### PDN straps and rails

Scale bar: 50 µm. Pins as bars on the die edge. Tap cells in grey.
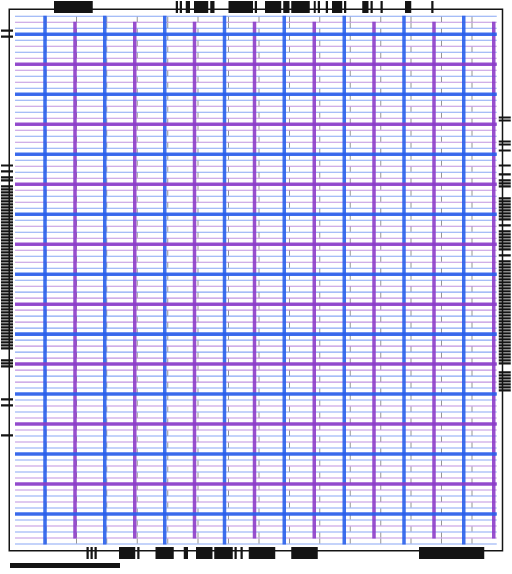
### Placement by cell class

Scale bar: 50 µm.
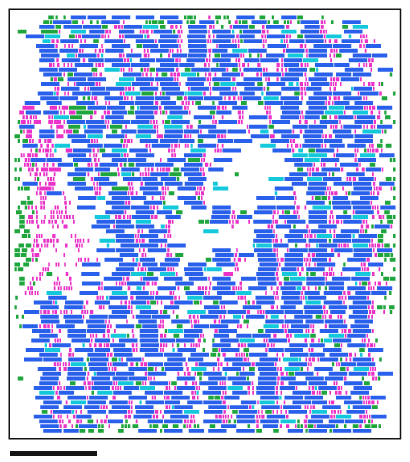
### Routed clock nets over the placement

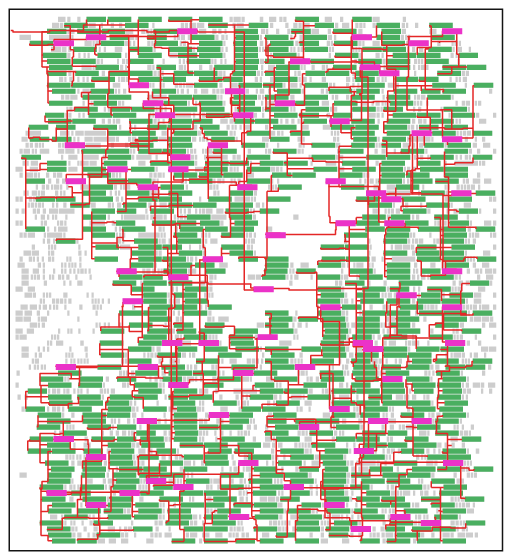
### Signal wires by layer

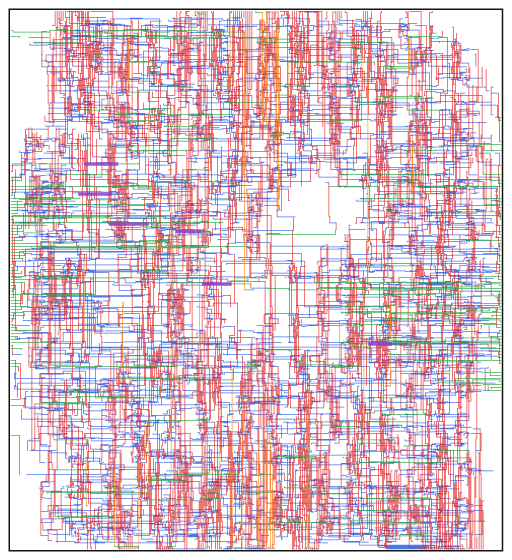
### Track usage over the die

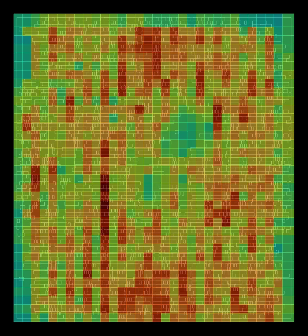
**src/rtl/wb_collect_4w.sv**
```systemverilog
// Four-lane write-back collector: squashes same-address lanes within a group,
// queues groups in a small FIFO and replays them onto four register-file write ports.
module wb_collect_4w #(
  parameter int ADDR_WIDTH = 5,
  parameter int DATA_WIDTH = 32,
  parameter int DEPTH      = 4
) (
  input  logic                    clk,
  input  logic                    rst,
  input  logic [3:0]              in_vld,
  input  logic [4*ADDR_WIDTH-1:0] in_addr,
  input  logic [4*DATA_WIDTH-1:0] in_data,
  output logic                    in_ready,
  input  logic                    wb_en,
  output logic                    we1,
  output logic                    we2,
  output logic                    we3,
  output logic                    we4,
  output logic [ADDR_WIDTH-1:0]   waddr1,
  output logic [ADDR_WIDTH-1:0]   waddr2,
  output logic [ADDR_WIDTH-1:0]   waddr3,
  output logic [ADDR_WIDTH-1:0]   waddr4,
  output logic [DATA_WIDTH-1:0]   wdata1,
  output logic [DATA_WIDTH-1:0]   wdata2,
  output logic [DATA_WIDTH-1:0]   wdata3,
  output logic [DATA_WIDTH-1:0]   wdata4,
  output logic [$clog2(DEPTH):0]  occ,
  output logic [7:0]              drop_cnt
);

  localparam int             PW   = $clog2(DEPTH);
  localparam logic [PW:0]    FULL = (PW+1)'(DEPTH);

  logic [3:0]              mask_mem [DEPTH];
  logic [4*ADDR_WIDTH-1:0] addr_mem [DEPTH];
  logic [4*DATA_WIDTH-1:0] data_mem [DEPTH];

  logic [PW-1:0]           wr_ptr;
  logic [PW-1:0]           rd_ptr;
  logic [3:0]              squash;
  logic [3:0]              keep;
  logic [1:0]              n_drop;
  logic [8:0]              drop_sum;
  logic                    push;
  logic                    pop;

  logic [3:0]              we_q;
  logic [4*ADDR_WIDTH-1:0] waddr_q;
  logic [4*DATA_WIDTH-1:0] wdata_q;

  // A lane loses to any younger (higher-numbered) valid lane with the same address.
  // NOTE: every always_comb output gets a default first, so no path can infer a latch.
  always_comb begin
    squash = '0;
    for (int j = 0; j < 3; j++) begin
      for (int k = j + 1; k < 4; k++) begin
        if (in_vld[j] && in_vld[k] &&
            in_addr[j*ADDR_WIDTH +: ADDR_WIDTH] == in_addr[k*ADDR_WIDTH +: ADDR_WIDTH])
          squash[j] = 1'b1;
      end
    end
  end

  assign keep     = in_vld & ~squash;
  assign n_drop   = {1'b0, squash[0]} + {1'b0, squash[1]} + {1'b0, squash[2]};
  assign drop_sum = {1'b0, drop_cnt} + {7'b0, n_drop};

  // Ready depends on occupancy only, so a full FIFO refuses a push even while popping.
  assign in_ready = (occ < FULL);
  assign push     = (|in_vld) && in_ready;
  assign pop      = (occ != '0) && wb_en;

  // NOTE: sequential state uses non-blocking assignments so all registers update together.
  always_ff @(posedge clk or negedge rst) begin
    if (!rst) begin
      wr_ptr   <= '0;
      rd_ptr   <= '0;
      occ      <= '0;
      drop_cnt <= '0;
    end else begin
      if (push) begin
        wr_ptr   <= wr_ptr + 1'b1;
        drop_cnt <= drop_sum[8] ? 8'hFF : drop_sum[7:0];
      end
      if (pop)
        rd_ptr <= rd_ptr + 1'b1;
      case ({push, pop})
        2'b10:   occ <= occ + 1'b1;
        2'b01:   occ <= occ - 1'b1;
        default: ;
      endcase
    end
  end

  // NOTE: storage is not reset; occ and the pointers alone define which entries are live.
  always_ff @(posedge clk) begin
    if (push) begin
      mask_mem[wr_ptr] <= keep;
      addr_mem[wr_ptr] <= in_addr;
      data_mem[wr_ptr] <= in_data;
    end
  end

  // Push and pop never touch the same slot: equal pointers mean empty or full.
  always_ff @(posedge clk or negedge rst) begin
    if (!rst) begin
      we_q    <= '0;
      waddr_q <= '0;
      wdata_q <= '0;
    end else if (pop) begin
      we_q    <= mask_mem[rd_ptr];
      waddr_q <= addr_mem[rd_ptr];
      wdata_q <= data_mem[rd_ptr];
    end else begin
      we_q    <= '0;
    end
  end

  assign we1    = we_q[0];
  assign we2    = we_q[1];
  assign we3    = we_q[2];
  assign we4    = we_q[3];
  assign waddr1 = waddr_q[0*ADDR_WIDTH +: ADDR_WIDTH];
  assign waddr2 = waddr_q[1*ADDR_WIDTH +: ADDR_WIDTH];
  assign waddr3 = waddr_q[2*ADDR_WIDTH +: ADDR_WIDTH];
  assign waddr4 = waddr_q[3*ADDR_WIDTH +: ADDR_WIDTH];
  assign wdata1 = wdata_q[0*DATA_WIDTH +: DATA_WIDTH];
  assign wdata2 = wdata_q[1*DATA_WIDTH +: DATA_WIDTH];
  assign wdata3 = wdata_q[2*DATA_WIDTH +: DATA_WIDTH];
  assign wdata4 = wdata_q[3*DATA_WIDTH +: DATA_WIDTH];

endmodule

```
**config.mk**
```make
export PLATFORM = sky130hd
export DESIGN_NAME = wb_collect_4w
export DESIGN_NICKNAME = d
export VERILOG_FILES = /design/src/rtl/wb_collect_4w.sv
export SDC_FILE = /design/constraint.sdc
export NUM_CORES = 1
export LEC_CHECK = 0
export ABC_AREA = 1
export CORE_ASPECT_RATIO = 1.1
export CORE_MARGIN = 2
export CORE_UTILIZATION = 56
export DETAILED_ROUTE_END_ITERATION = 16
export PLACE_DENSITY_LB_ADDON = 0.3
export SLEW_MARGIN = 40
export SYNTH_ARGS = -nofsm -noshare
export SYNTH_HDL_FRONTEND = slang
export SYNTH_SLANG_ARGS = --single-unit
```
**constraint.sdc**
```tcl
create_clock -name clk -period 8.85 [get_ports clk]
set_input_delay 2.655 -clock clk [delete_from_list [all_inputs] [get_ports clk]]
set_output_delay 2.655 -clock clk [all_outputs]
set_load 0.1 [all_outputs]
```
==> Slide: Implementation Results <==
Implementation Results

Run status
  • Outcome: completed

Worst setup path
  • Slowest stage cell, crit path: clkdlybuf4s50_1
  • Crit end category: register
  • Worst EP required: between 9 and 10 ns

Timing
  • WHS: 0.519 ns
  • Period utilisation layout: 0.603
  • Worst-Margin Slew: approximately 0.84 ns
  • Max Freq: roughly 190 MHz
  • Final min period: around 5.3 ns
  • RSZ-0062 raised after global routing: no
  • Final Skew: roughly 0.016 ns
  • Final Hold Viols: 0
  • Max Slew Vio Count: 0

Clocking
  • Cts-stage hold buffer count: 0
  • Worst-skew pair later-pin latency: 0.61 ns
  • Post-CTS resize count: 0
  • Root Buffer: clkbuf_16
  • Num CTS Buffers: about 76
  • CTS sink count: 775
  • Reg clk slew, reported paths: around 0.060 ns

Placed design
  • PortBufs: around 320
  • DP HPWL: about 39,000 µm

Finish
  • Layout Cell Area excl Fill: ~35,000 µm²
  • Layout cells sized above 1: 0.116
  • Area Overhead vs Synth: 18.3%
  • Fin nets: 2,792
  • Final Util: 0.668

Die
  • Standard-cell rows: approximately 88
  • Die W: 223 µm
  • Core ar.: between 50,000 and 60,000 µm²

Synthesis
  • Simple share: 0.115
  • Mux area share: 0
  • Top post-synthesis cells by count: nor2_1, edfxtp_1, o21ai_0
  • Top cells by area: edfxtp_1, dfrtp_1, nor2_1
  • Yosys warnings: 0
  • Post-Synthesis Cells: between 2,000 and 2,500
  • Post-synthesis sequential area ratio: 0.759
  • Netlist Area Pre-Place: approximately 30,000 µm²

GRT
  • Initial antenna violation count: 10
  • M3 GR Usage: 0.0524
  • Vias in the first global route: ~19,000

Route
  • M1 WL: roughly 28,000 µm
Back to the opening pictures, 'PDN straps and rails':
| net | colour |
|---|---|
| VDD | purple |
| VSS | blue |
tap cells: 675
rows: 88
signal pins: 319

Back to the opening pictures, 'Placement by cell class':
| class | colour | cells |
|---|---|---|
| remaining logic cells | magenta | 1,432 |
| clock drivers and dummy loads | cyan | 142 |
| sequential cells | blue | 775 |
| remaining buffers and delay cells | green | 342 |

Back to the opening pictures, 'Routed clock nets over the placement':
[flip-flops] green | count: 775
[clock-net drivers] magenta | count: 76
[clock wires] red | length: 8,260 µm
flops lie: all over the die

Back to the opening pictures, 'Signal wires by layer':
| layer | colour | wire length |
|---|---|---|
| M3 | green | 5,180 µm |
| M1 | blue | 27.9 mm |
| M2 | red | 34.5 mm |
| M4 | orange | 2,280 µm |
| M5 | purple | 75.4 µm |

Back to the opening pictures, 'Track usage over the die':
mean routed wirelength per cell: 20.8 µm
busiest grt layer: met2
gr usage total: 0.256

-- worst paths after layout --
kind / from / end / slack [ns] / depth (start not counted)
worst max-delay path: in_addr[13] / drop_cnt[1]$_DFFE_PN0P_ / 3.51 / 16
worst min-delay path: occ[1]$_DFFE_PN0P_ / occ[1]$_DFFE_PN0P_ / 0.52 / 2
worst min register to register: occ[1]$_DFFE_PN0P_ / occ[1]$_DFFE_PN0P_ / 0.52 / 2
min in group asynchronous: rst / wdata_q[27]$_DFFE_PN0P_ / 1.89 / 1
worst max register to register: rd_ptr[0]$_DFFE_PN0P_ / wdata_q[75]$_DFFE_PN0P_ / 5.80 / 6
max in group asynchronous: rst / wdata_q[75]$_DFFE_PN0P_ / 5.60 / 3
-- flip-flops by register name, indices dropped and copies added, names as in the netlist --
| signal | cells |
|---|---|
| data_mem | 512 |
| occ | 3 |
| addr_mem | 80 |
| we_q | 4 |
| wdata_q | 128 |
| waddr_q | 20 |
| rd_ptr | 2 |
| wr_ptr | 2 |
| drop_cnt | 8 |
| mask_mem | 16 |
-- critical path: cells and delay by family --
kind                     cells  cell delay (ns)
buffers and inverters        4             0.99
adder cells (fa/ha/maj)      3             1.13
AND-OR/OR-AND                1             0.13
AND/OR/NAND/NOR              8             0.90
-- layout make-up --
class,instances,area [µm²],area share
well taps,675,845,0.0242
diodes,4,10.0,0.000286
inverters,49,209,0.00598
clock inverters,33,337,0.00963
clock buffers,109,2140,0.0612
multi-input cells,1383,6200,0.178
repair buffers,342,2770,0.0791
flip-flops and latches,775,22400,0.642
